$ cat config.mk
export PLATFORM = sky130hd
export DESIGN_NAME = vga_text_writer_m
export DESIGN_NICKNAME = d
export VERILOG_FILES = /design/src/rtl/vga_text_writer_m.sv
export SDC_FILE = /design/constraint.sdc
export NUM_CORES = 1
export LEC_CHECK = 0
export CAP_MARGIN = 25
export CELL_PAD_IN_SITES_DETAIL_PLACEMENT = 1
export CELL_PAD_IN_SITES_GLOBAL_PLACEMENT = 1
export CORE_MARGIN = 2
export CORE_UTILIZATION = 31
export CTS_CLUSTER_SIZE = 16
export DETAILED_ROUTE_END_ITERATION = 10
export HOLD_SLACK_MARGIN = 0.1
export PLACE_DENSITY_LB_ADDON = 0.3
export SLEW_MARGIN = 20
export SYNTH_ARGS = -nofsm -noshare
export SYNTH_HDL_FRONTEND = slang
export SYNTH_SLANG_ARGS = --single-unit
$ cat constraint.sdc
create_clock -name i_clk_25MHz -period 3.3 [get_ports i_clk_25MHz]
set_input_delay 0.33 -clock i_clk_25MHz [delete_from_list [all_inputs] [get_ports i_clk_25MHz]]
set_output_delay 0.33 -clock i_clk_25MHz [all_outputs]
set_load 0.01 [all_outputs]
$ cat src/rtl/vga_text_writer_m.sv
// Write side of the 80x60 text-mode character memory: turns a byte stream into
// byte-enabled word writes, tracks the cursor and blanks rows/screen as needed.
module vga_text_writer_m #(
  parameter int COLS          = 80,
  parameter int ROWS          = 60,
  parameter int WORDS_PER_ROW = COLS / 2
) (
  input  logic        i_clk_25MHz,
  input  logic        i_rst_n,
  input  logic        i_valid,
  output logic        o_ready,
  input  logic [7:0]  i_char,
  input  logic [7:0]  i_attr,
  output logic [3:0]  o_mem_we,
  output logic [11:0] o_mem_waddr,
  output logic [31:0] o_mem_wdata,
  output logic [6:0]  o_cursor_col,
  output logic [5:0]  o_cursor_row
);

  localparam logic [11:0] WPR       = 12'(WORDS_PER_ROW);
  localparam logic [11:0] ALL_WORDS = 12'(ROWS * WORDS_PER_ROW);
  localparam logic [6:0]  LAST_COL  = 7'(COLS - 1);
  localparam logic [5:0]  LAST_ROW  = 6'(ROWS - 1);

  typedef enum logic [1:0] {
    IDLE      = 2'd0,
    CLEAR_ROW = 2'd1,
    CLEAR_ALL = 2'd2
  } state_t;

  state_t      state_q, state_d;
  logic [6:0]  col_q, col_d;
  logic [5:0]  row_q, row_d;
  logic [7:0]  fill_attr_q, fill_attr_d;
  logic [11:0] k_q, k_d;
  logic [3:0]  mem_we_q, mem_we_d;
  logic [11:0] mem_waddr_q, mem_waddr_d;
  logic [31:0] mem_wdata_q, mem_wdata_d;

  logic        char_wr;
  logic [6:0]  char_col;
  logic [7:0]  char_code;
  logic [5:0]  next_row;

  function automatic logic [11:0] row_base(input logic [5:0] r);
    return {6'b0, r} * WPR;
  endfunction

  function automatic logic [31:0] fill_word(input logic [7:0] a);
    return {a, 8'h20, a, 8'h20};
  endfunction

  assign next_row = (row_q == LAST_ROW) ? 6'd0 : row_q + 6'd1;

  always_comb begin
    state_d     = state_q;
    col_d       = col_q;
    row_d       = row_q;
    fill_attr_d = fill_attr_q;
    k_d         = k_q;
    mem_we_d    = 4'h0;
    mem_waddr_d = mem_waddr_q;
    mem_wdata_d = mem_wdata_q;
    char_wr     = 1'b0;
    char_col    = col_q;
    char_code   = i_char;

    case (state_q)
      IDLE: begin
        if (i_valid) begin
          fill_attr_d = i_attr;
          case (i_char)
            8'h0D: col_d = 7'd0;
            8'h0A: begin
              // The first blanking word goes out with the acceptance slot.
              col_d       = 7'd0;
              row_d       = next_row;
              state_d     = CLEAR_ROW;
              mem_we_d    = 4'hF;
              mem_waddr_d = row_base(next_row);
              mem_wdata_d = fill_word(i_attr);
              k_d         = 12'd1;
            end
            8'h08: begin
              if (col_q != 7'd0) begin
                col_d     = col_q - 7'd1;
                char_wr   = 1'b1;
                char_col  = col_q - 7'd1;
                char_code = 8'h20;
              end
            end
            8'h0C: begin
              col_d       = 7'd0;
              row_d       = 6'd0;
              state_d     = CLEAR_ALL;
              mem_we_d    = 4'hF;
              mem_waddr_d = 12'd0;
              mem_wdata_d = fill_word(i_attr);
              k_d         = 12'd1;
            end
            default: begin
              char_wr = 1'b1;
              if (col_q == LAST_COL) begin
                // Character write owns this slot, so the row clear starts at word 0 next cycle.
                col_d   = 7'd0;
                row_d   = next_row;
                state_d = CLEAR_ROW;
                k_d     = 12'd0;
              end else begin
                col_d = col_q + 7'd1;
              end
            end
          endcase
        end
      end
      CLEAR_ROW: begin
        if (k_q == WPR) begin
          state_d = IDLE;
        end else begin
          mem_we_d    = 4'hF;
          mem_waddr_d = row_base(row_q) + k_q;
          mem_wdata_d = fill_word(fill_attr_q);
          k_d         = k_q + 12'd1;
        end
      end
      CLEAR_ALL: begin
        if (k_q == ALL_WORDS) begin
          state_d = IDLE;
        end else begin
          mem_we_d    = 4'hF;
          mem_waddr_d = k_q;
          mem_wdata_d = fill_word(fill_attr_q);
          k_d         = k_q + 12'd1;
        end
      end
      default: state_d = IDLE;
    endcase

    if (char_wr) begin
      mem_waddr_d = row_base(row_q) + {6'b0, char_col[6:1]};
      if (char_col[0]) begin
        mem_we_d    = 4'b0011;
        mem_wdata_d = {16'h0, i_attr, char_code};
      end else begin
        mem_we_d    = 4'b1100;
        mem_wdata_d = {i_attr, char_code, 16'h0};
      end
    end
  end

  always_ff @(posedge i_clk_25MHz or negedge i_rst_n) begin
    if (!i_rst_n) begin
      state_q     <= IDLE;
      col_q       <= 7'd0;
      row_q       <= 6'd0;
      fill_attr_q <= 8'h00;
      k_q         <= 12'd0;
      mem_we_q    <= 4'h0;
      mem_waddr_q <= 12'd0;
      mem_wdata_q <= 32'h0;
    end else begin
      state_q     <= state_d;
      col_q       <= col_d;
      row_q       <= row_d;
      fill_attr_q <= fill_attr_d;
      k_q         <= k_d;
      mem_we_q    <= mem_we_d;
      mem_waddr_q <= mem_waddr_d;
      mem_wdata_q <= mem_wdata_d;
    end
  end

  assign o_ready      = (state_q == IDLE);
  assign o_mem_we     = mem_we_q;
  assign o_mem_waddr  = mem_waddr_q;
  assign o_mem_wdata  = mem_wdata_q;
  assign o_cursor_col = col_q;
  assign o_cursor_row = row_q;

endmodule

### Met1 routing

The bar under the picture is 50 µm long. Supply wires on this layer in gray.
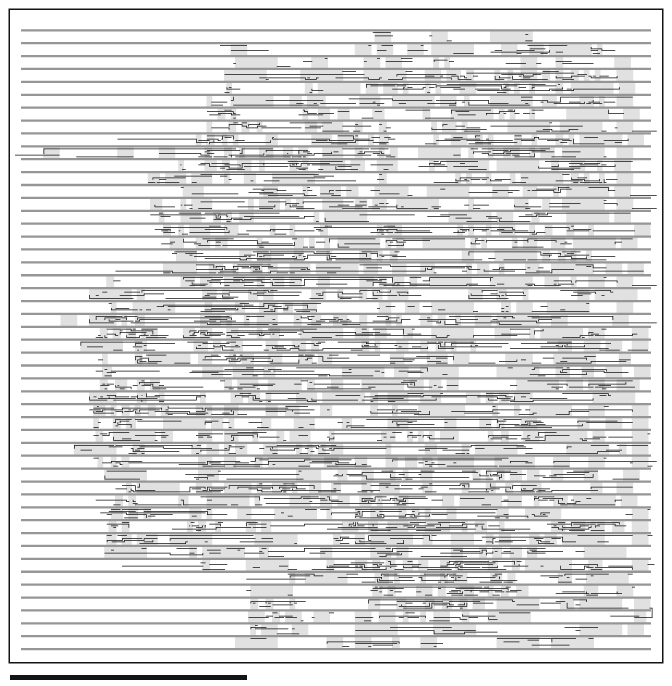
nets with wire on the layer: 697
main direction: horizontal
share of all routed wire: 45%
wire length on this layer: 8,010 µm
longest straight run: 53.4 µm
M1 GR Usage: 0.264
total number of vias: 5,082
Post-Route WL: 17,800 µm

### Metal layers overlaid

Two of the layers only.
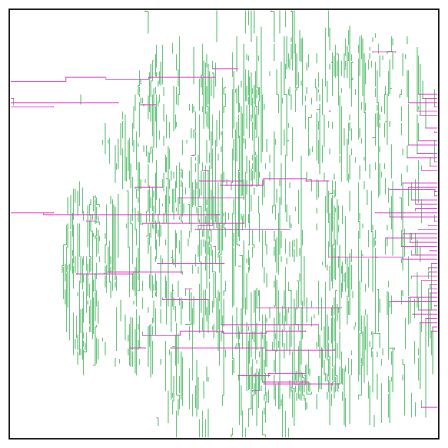
legend:
  green:
    layer: M2
    wire_length: 8,490 µm
  magenta:
    layer: M3
    wire_length: 1,030 µm
GRT Total Usage: 0.199
wire per inst: 18.7 µm

==> results.tsv <==
stage	metric	value	unit
clock_network	cts_tree	done	
logic_synthesis	yosysUniqueCellTypes	71	
flow_run	cap_violations	0	
pwr	switching_power	0.00177	W
logic_synthesis	ys_area	5530	µm²
detailed_routing	drc	0	
pwr	combPwrFrac	0.456	
layout	drive_gt1_frac	0.162	
floorplan	die_y	138	µm
place	dpl.hpwl	13700	µm
clock_network	hold_buffers	1	
worst_setup_path	required	3.55	ns
sta	relSlewSlack	0.481	
detailed_routing	wl_met1	8010	µm
run_status	status	finished clean	
worst_setup_path	r2r_cells	12	
pwr	seq_power	0.00151	W
place	port_buffers	80	
grt	grt_pass1_vias	5387	
logic_synthesis	ys_cells	608	
grt	antenna_found_initial	0	
clock_network	cts-root-buf	clkbuf_16	
worst_setup_path	worstSetupEndpoint	o_mem_waddr[10]	
pwr	p_int	0.00282	W
pwr	powerDensity	643	nW/µm²
pwr	clkPwrFrac	0.216	
sta	period_minus_slack	3.14	ns
pwr	pg_comb	0.00209	W
worst_setup_path	critPathSlowestCell	or4b_4	
sta	hold_slack	0.479	ns
detailed_routing	wl_met3	1030	µm
layout	nets	778	
grt	grt_max_degree	46	
sta	worst_slew_pin_slew	0.779	ns
clock_network	htree_levels	3	
logic_synthesis	synth-edff-count	0	
flow_run	warnings	33	
pwr	peakVddDrop	0.295	mV
pwr	p_leak	3.16	nW
layout	fin_cells	948	
detailed_routing	firstDrtPassIters	4	
sta	finClkSkew	0.0130	ns
sta	fin_ws	0.162	ns
worst_setup_path	arrival	3.39	ns
worst_setup_path	crit_path_end_kind	flop	
sta	max_freq	319	MHz
min_path	hold_path.class	reg2reg	
clock_network	clock_path_buffers	2	
place	place_ws	-0.372	ns
layout	synthToLayoutAreaGrowth	29.1	%
worst_setup_path	critPathTopFamily	simple AND/OR/NAND/NOR gates	
logic_synthesis	floorplan.nets	668	
floorplan	ioPinCount	81	
layout	lay_top_count	nand2_1	
clock_network	clkLatencyLatePin	0.36	ns
clock_network	cts_setup_buffers	0	
clock_network	clock-sinks	81	
pwr	power-top-group	combinational logic	
clock_network	path_clk_slew	0.07	ns
pwr	switching_share	0.385	
logic_synthesis	syn_inst	608	
worst_setup_path	crit_buf_inv	1	
pwr	power_clock	0.000991	W
pwr	power_frac_seq	0.328	
grt	gr-usage-met2	0.333	
worst_setup_path	path_max_fanout	3	
detailed_routing	routed.top_layer	met4	
layout	lay_top_cells	nand2_1, dfrtp_1, clkdlybuf4s50_1, buf_4, o21ai_0	
layout	diodes	0	
floorplan	chipArea	18900	µm²
detailed_routing	drt_iter0_drc	233	
place	post_dp_cell_area	6810	µm²
min_path	hold_depth	2	
floorplan	rows	48	
place	place.gp.congestion	0.860	
logic_synthesis	yosysWarnings	0	
clock_network	numCtsBuffers	9	
place	dp.cells	930	
layout	fin_util	0.411	
layout	finalInstanceArea	7140	µm²
logic_synthesis	synth_flops	81	
min_path	min_from	fill_attr_q[6]	
sta	slew_viol_final	0	
detailed_routing	postRouteAntennaNets	0	
clock_network	post_cts_resized	0	
logic_synthesis	synthArstFlopShare	1.00	
worst_setup_path	ff2ff_setup_slack	0.16	ns
worst_setup_path	crit_chain	clkdlybuf4s50_1 -> or4b_4 -> nor4b_4 -> nand2_4 -> o31ai_4 -> ha_1 -> a21o_1 -> a21oi_2 -> nor2_1 -> and3_1 -> xnor2_1 -> a21oi_1 -> a22o_1	
detailed_routing	met2_length	8490	µm
grt	gr-usage-met3	0.0372	
detailed_routing	viasPerCell	5.36	
floorplan	die_w	138	µm
floorplan	core_area	17400	µm²
worst_setup_path	cp.depth	13	
worst_setup_path	r2r-end	o_mem_waddr[11]	
min_path	holdPathEnd	fill_attr_q[6]	
worst_setup_path	max_stage_delay	0.55	ns
worst_setup_path	critPathLaunchType	primary input	
sta	rsz0062_at_grt	true	
sta	hold_viol	0	
sta	final-setup-viol-count	0	
sta	setup_tns	0	ns
pwr	total_power	0.00459	W
worst_setup_path	cp-startpoint	i_char[4]	
grt	top_usage_layer	met2	
grt	grt_first_pass_wirelength	29000	µm
sta	period_used_share	0.951	
grt	grt.overflow.total	0	
worst_setup_path	crit_type	in2reg	
logic_synthesis	ys.flop_type	dfrtp_1	
logic_synthesis	syn_avg_cell_area	9.10	µm²
worst_setup_path	reg2reg_from	o_cursor_row[1]	
logic_synthesis	synth_area	5530	µm²
floorplan	fp_util	0.319	
logic_synthesis	synth_seq_share	0.367	
-- kinds of logic (layout without fill, tap and decap cells) --
logic type / after synthesis / count (layout) / synth area share
buffers and inverters: 49 / 164 / 0.0457
adders and majority gates: 41 / 41 / 0.0982
xor gates and xnor gates: 22 / 22 / 0.0382
muxes: 10 / 10 / 0.0186
and+or+nand+nor: 208 / 208 / 0.185
DFF: 81 / 81 / 0.367
AOI/OAI and AO/OA: 197 / 197 / 0.248
-- cell type report --
class                      instances  area [µm²]
fill                            2008       10200
clock buffer                      11         243
inverter                          14        52.6
sequential                        81        2030
tap                              225         282
multi-input combinational        478        3290
clock inverter                     5        40.0
timing repair buffer             134        1210
-- state kept, by name (all words and copies together), names as in the netlist --
signal        cells
o_mem_we          2
o_cursor_row      6
o_cursor_col      7
o_mem_wdata      32
k_q              12
o_mem_waddr      12
fill_attr_q       8
state_q           2
-- Yosys cell counts (all sizes together), types with 4 or more instances --
master / count / area (µm²)
nand2: 96 / 375
dfrtp: 81 / 2030
o21ai: 59 / 322
a21oi: 40 / 245
nor2: 40 / 158
ha: 37 / 463
nand3: 22 / 110
a22o: 18 / 160
clkbuf: 18 / 67.6
buf: 17 / 133
a31oi: 15 / 93.8
inv: 13 / 48.8
xnor2: 12 / 124
a21o: 10 / 75.1
xor2: 10 / 87.6
and3: 9 / 56.3
o31ai: 9 / 67.6
mux2i: 8 / 80.1
nor3: 8 / 51.3
and2: 7 / 46.3
o211ai: 6 / 45.0
o22ai: 6 / 37.5
or3: 5 / 31.3
a221oi: 4 / 35.0
a22oi: 4 / 30.0
fa: 4 / 80.1
nand2b: 4 / 25.0
nor2b: 4 / 25.0
No activity file was given, so power comes from the tool's default toggle rates.
